## src/rtl/smvm_pkg.sv

```systemverilog
// Shared definitions for the SMVM core and its downstream stages:
// default widths, collector state encoding and FIFO entry width.
package smvm_pkg;

    localparam int SMVM_DATA_W  = 13;
    localparam int SMVM_ROW_W   = 9;
    localparam int SMVM_ENTRY_W = SMVM_ROW_W + SMVM_DATA_W;

    localparam logic [1:0] ST_IDLE    = 2'd0;
    localparam logic [1:0] ST_COLLECT = 2'd1;
    localparam logic [1:0] ST_DRAIN   = 2'd2;

endpackage

```

## src/rtl/smvm_sync_fifo.sv

```systemverilog
// Single-clock first-word-fall-through FIFO with an occupancy count.
// The head entry is visible on rd_data whenever empty is low; push into
// a full FIFO and pop from an empty FIFO are ignored.
module smvm_sync_fifo #(
    parameter int WIDTH = 22,
    parameter int DEPTH = 16
) (
    input  logic                     clk,
    input  logic                     rst,
    input  logic                     push,
    input  logic [WIDTH-1:0]         wr_data,
    input  logic                     pop,
    output logic [WIDTH-1:0]         rd_data,
    output logic                     full,
    output logic                     empty,
    output logic [$clog2(DEPTH):0]   count
);

    localparam int AW = $clog2(DEPTH);
    localparam int CW = AW + 1;

    logic [WIDTH-1:0] mem [DEPTH];
    logic [AW-1:0]    wr_ptr;
    logic [AW-1:0]    rd_ptr;
    logic             do_push;
    logic             do_pop;

    assign full    = (count == CW'(DEPTH));
    assign empty   = (count == '0);
    assign do_push = push && !full;
    assign do_pop  = pop && !empty;
    assign rd_data = mem[rd_ptr];

    // Pointers wrap modulo DEPTH; count tracks occupancy so full/empty are unambiguous
    always_ff @(posedge clk or posedge rst) begin
        if (rst) begin
            wr_ptr <= '0;
            rd_ptr <= '0;
            count  <= '0;
        end else begin
            if (do_push)
                wr_ptr <= wr_ptr + AW'(1);
            if (do_pop)
                rd_ptr <= rd_ptr + AW'(1);
            case ({do_push, do_pop})
                2'b10:   count <= count + CW'(1);
                2'b01:   count <= count - CW'(1);
                default: count <= count;
            endcase
        end
    end

    // Storage array is not reset; only the pointers define its contents
    always_ff @(posedge clk) begin
        if (do_push)
            mem[wr_ptr] <= wr_data;
    end

endmodule

```

## src/rtl/smvm_row_collector.sv

```systemverilog
// Collects the SMVM core's row results, which arrive without back-pressure,
// tags each with its row index, buffers them and hands them to a consumer
// over valid/ready with end-of-matrix marking, completion pulse and a sticky
// loss flag.
module smvm_row_collector
    import smvm_pkg::*;
#(
    parameter int DATA_W = SMVM_DATA_W,
    parameter int ROW_W  = SMVM_ROW_W,
    parameter int DEPTH  = 16
) (
    input  logic              clk,
    input  logic              rst,
    input  logic              start,
    input  logic [ROW_W-1:0]  num_rows,
    input  logic              in_valid,
    input  logic [DATA_W-1:0] in_data,
    output logic              out_valid,
    input  logic              out_ready,
    output logic [DATA_W-1:0] out_data,
    output logic [ROW_W-1:0]  out_row,
    output logic              out_last,
    output logic              busy,
    output logic              done,
    output logic              overflow
);

    localparam int ENTRY_W = ROW_W + DATA_W;

    logic [1:0]            state;
    logic [ROW_W-1:0]      num_rows_q;
    logic [ROW_W-1:0]      wr_row;

    logic                  fifo_push;
    logic                  fifo_pop;
    logic                  fifo_full;
    logic                  fifo_empty;
    logic [$clog2(DEPTH):0] fifo_count;
    logic [ENTRY_W-1:0]    fifo_wr_data;
    logic [ENTRY_W-1:0]    fifo_rd_data;

    logic                  accept;
    logic                  head_is_last;
    logic                  last_pop;
    logic                  drain_empty;
    logic [ROW_W-1:0]      head_row;
    logic [DATA_W-1:0]     head_data;

    assign accept       = (state == ST_COLLECT) && in_valid && (wr_row < num_rows_q);
    assign fifo_push    = accept && !fifo_full;
    assign fifo_wr_data = {wr_row, in_data};
    assign {head_row, head_data} = fifo_rd_data;

    assign out_valid    = (state != ST_IDLE) && !fifo_empty;
    assign fifo_pop     = out_valid && out_ready;
    assign out_data     = out_valid ? head_data : '0;
    assign out_row      = out_valid ? head_row  : '0;
    assign head_is_last = (head_row == num_rows_q - ROW_W'(1));
    assign out_last     = out_valid && head_is_last;
    assign last_pop     = fifo_pop && head_is_last;
    assign drain_empty  = (state == ST_DRAIN) && (fifo_count == '0) && (wr_row == num_rows_q);
    assign busy         = (state != ST_IDLE);

    smvm_sync_fifo #(
        .WIDTH (ENTRY_W),
        .DEPTH (DEPTH)
    ) u_fifo (
        .clk     (clk),
        .rst     (rst),
        .push    (fifo_push),
        .wr_data (fifo_wr_data),
        .pop     (fifo_pop),
        .rd_data (fifo_rd_data),
        .full    (fifo_full),
        .empty   (fifo_empty),
        .count   (fifo_count)
    );

    // Matrix sequencing: row numbering, loss detection and completion pulse
    always_ff @(posedge clk or posedge rst) begin
        if (rst) begin
            state      <= ST_IDLE;
            num_rows_q <= '0;
            wr_row     <= '0;
            done       <= 1'b0;
            overflow   <= 1'b0;
        end else begin
            done <= 1'b0;
            case (state)
                ST_IDLE: begin
                    if (start) begin
                        overflow <= 1'b0;
                        if (num_rows != '0) begin
                            num_rows_q <= num_rows;
                            wr_row     <= '0;
                            state      <= ST_COLLECT;
                        end else begin
                            done <= 1'b1;
                        end
                    end
                end
                ST_COLLECT: begin
                    if (accept) begin
                        wr_row <= wr_row + ROW_W'(1);
                        if (fifo_full)
                            overflow <= 1'b1;
                        if (wr_row + ROW_W'(1) == num_rows_q)
                            state <= ST_DRAIN;
                    end
                    if (last_pop) begin
                        done  <= 1'b1;
                        state <= ST_IDLE;
                    end
                end
                ST_DRAIN: begin
                    if (in_valid)
                        overflow <= 1'b1;
                    if (last_pop || drain_empty) begin
                        done  <= 1'b1;
                        state <= ST_IDLE;
                    end
                end
                default: begin
                    state <= ST_IDLE;
                end
            endcase
        end
    end

endmodule

```

## config.mk

```make
export PLATFORM = sky130hd
export DESIGN_NAME = smvm_row_collector
export DESIGN_NICKNAME = d
export VERILOG_FILES = /design/src/rtl/smvm_pkg.sv /design/src/rtl/smvm_sync_fifo.sv /design/src/rtl/smvm_row_collector.sv
export SDC_FILE = /design/constraint.sdc
export NUM_CORES = 1
export LEC_CHECK = 0
export CORE_MARGIN = 2
export CORE_UTILIZATION = 39
export CTS_BUF_LIST = sky130_fd_sc_hd__clkbuf_4 sky130_fd_sc_hd__clkbuf_8
export DETAILED_ROUTE_END_ITERATION = 8
export GPL_ROUTABILITY_DRIVEN = 0
export GPL_TIMING_DRIVEN = 0
export PLACE_DENSITY = 0.62
export REMOVE_ABC_BUFFERS = 1
export SYNTH_ARGS = -nofsm -noshare
export SYNTH_HDL_FRONTEND = slang
export SYNTH_SLANG_ARGS = --single-unit
```

## constraint.sdc

```tcl
create_clock -name clk -period 8.42 [get_ports clk]
set_clock_uncertainty 0.05 [all_clocks]
set_input_delay 1.684 -clock clk [delete_from_list [all_inputs] [get_ports clk]]
set_output_delay 1.684 -clock clk [all_outputs]
set_load 0.02 [all_outputs]
```

Figure 1. Metal layers overlaid.
(2 px per um)
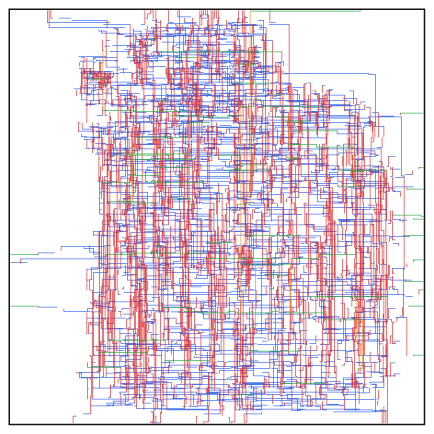
| colour | layer | wire length |
|---|---|---|
| red | met2 | 17600 um |
| orange | met4 | 630 um |
| blue | met1 | 15000 um |
| green | met3 | 1330 um |
GRT Total Usage: 16.6%
routed len/inst: 22.6 um
via count: 8008
final WL: 34.5 mm

==> Changelog: implementation <==
### Implementation results

- Clk buf depth: 3
- Max reg flops: 352
- Vias per cell: 5.24
- Worst hold path type: reg -> reg
- Core Util at FP: 39.4%
- Worst-Margin Slew: roughly 1.1 ns
- Unrepaired setup endpoints after global routing: no
- Post-synth seq share: a little under three quarters
- Setup TNS: 0 ns
- Worst setup EP type: primary output
- Most frequent logic cell in the layout: edfxtp_1
- Final instance area: around 19000 sq um
- Hold_buf cts: 0
- Routed Antenna Nets: 0
- Number of port buffers: between 50 and 60
- Slew Viols, Final: 0
- Critical path arrival: around 4.5 ns
- Pwr Total: 6.33 mW
- Biggest regs: u_fifo.mem: 352 flops, num_rows_q: 9 flops, wr_row: 9 flops
- DR WL met2: 17.6 mm
- Cycle use final: 74.5%
- Critical Path End: out_last
- Fin crit period: approximately 6.3 ns
- Status: finished clean
- Synth warn: 0
- XOR Share, Synth: 2.01%
- Ys flop type: edfxtp_1
- Top power group: sequential cells
- Top Layout Cells: edfxtp_1 (352), mux4_2 (93), clkbuf_8 (60)
- R2R cell count: 11
- M2 GR Usage: between 20 and 30%
- CTS buffer count: 58
- R2r setup slk: 3.71 ns
- Sw Pwr: 2.10 mW
Figure 2. Metal 3.
(1.5 px per um)
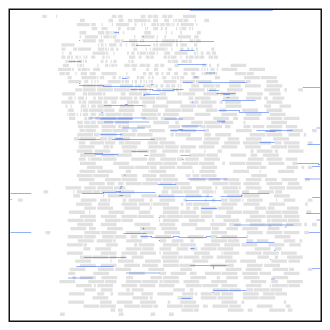
wire length on this layer: 1330 um
main direction: horizontal
grt met3 use: 2.45%

layout make-up:
| type | count | area, sq um |
|---|---|---|
| clock buffers | 81 | 983 |
| clock inverters | 27 | 134 |
| fillers | 3480 | 21900 |
| inverters | 28 | 105 |
| multi-input cells | 392 | 4440 |
| flip-flops and latches | 387 | 11500 |
| well taps | 532 | 666 |
| repair buffers | 80 | 1030 |
worst max-delay path, cell delays in order (launching register included):
cell and delay (ns):
dfrtp_4 0.91, buf_12 0.30, mux4_1 0.58, mux4_2 0.57
mux2i_1 0.16, mux2i_1 0.13, o211ai_1 0.21, nor4_1 0.37
clkdlybuf4s50_1 0.66
Power and IR drop assume default switching activity.
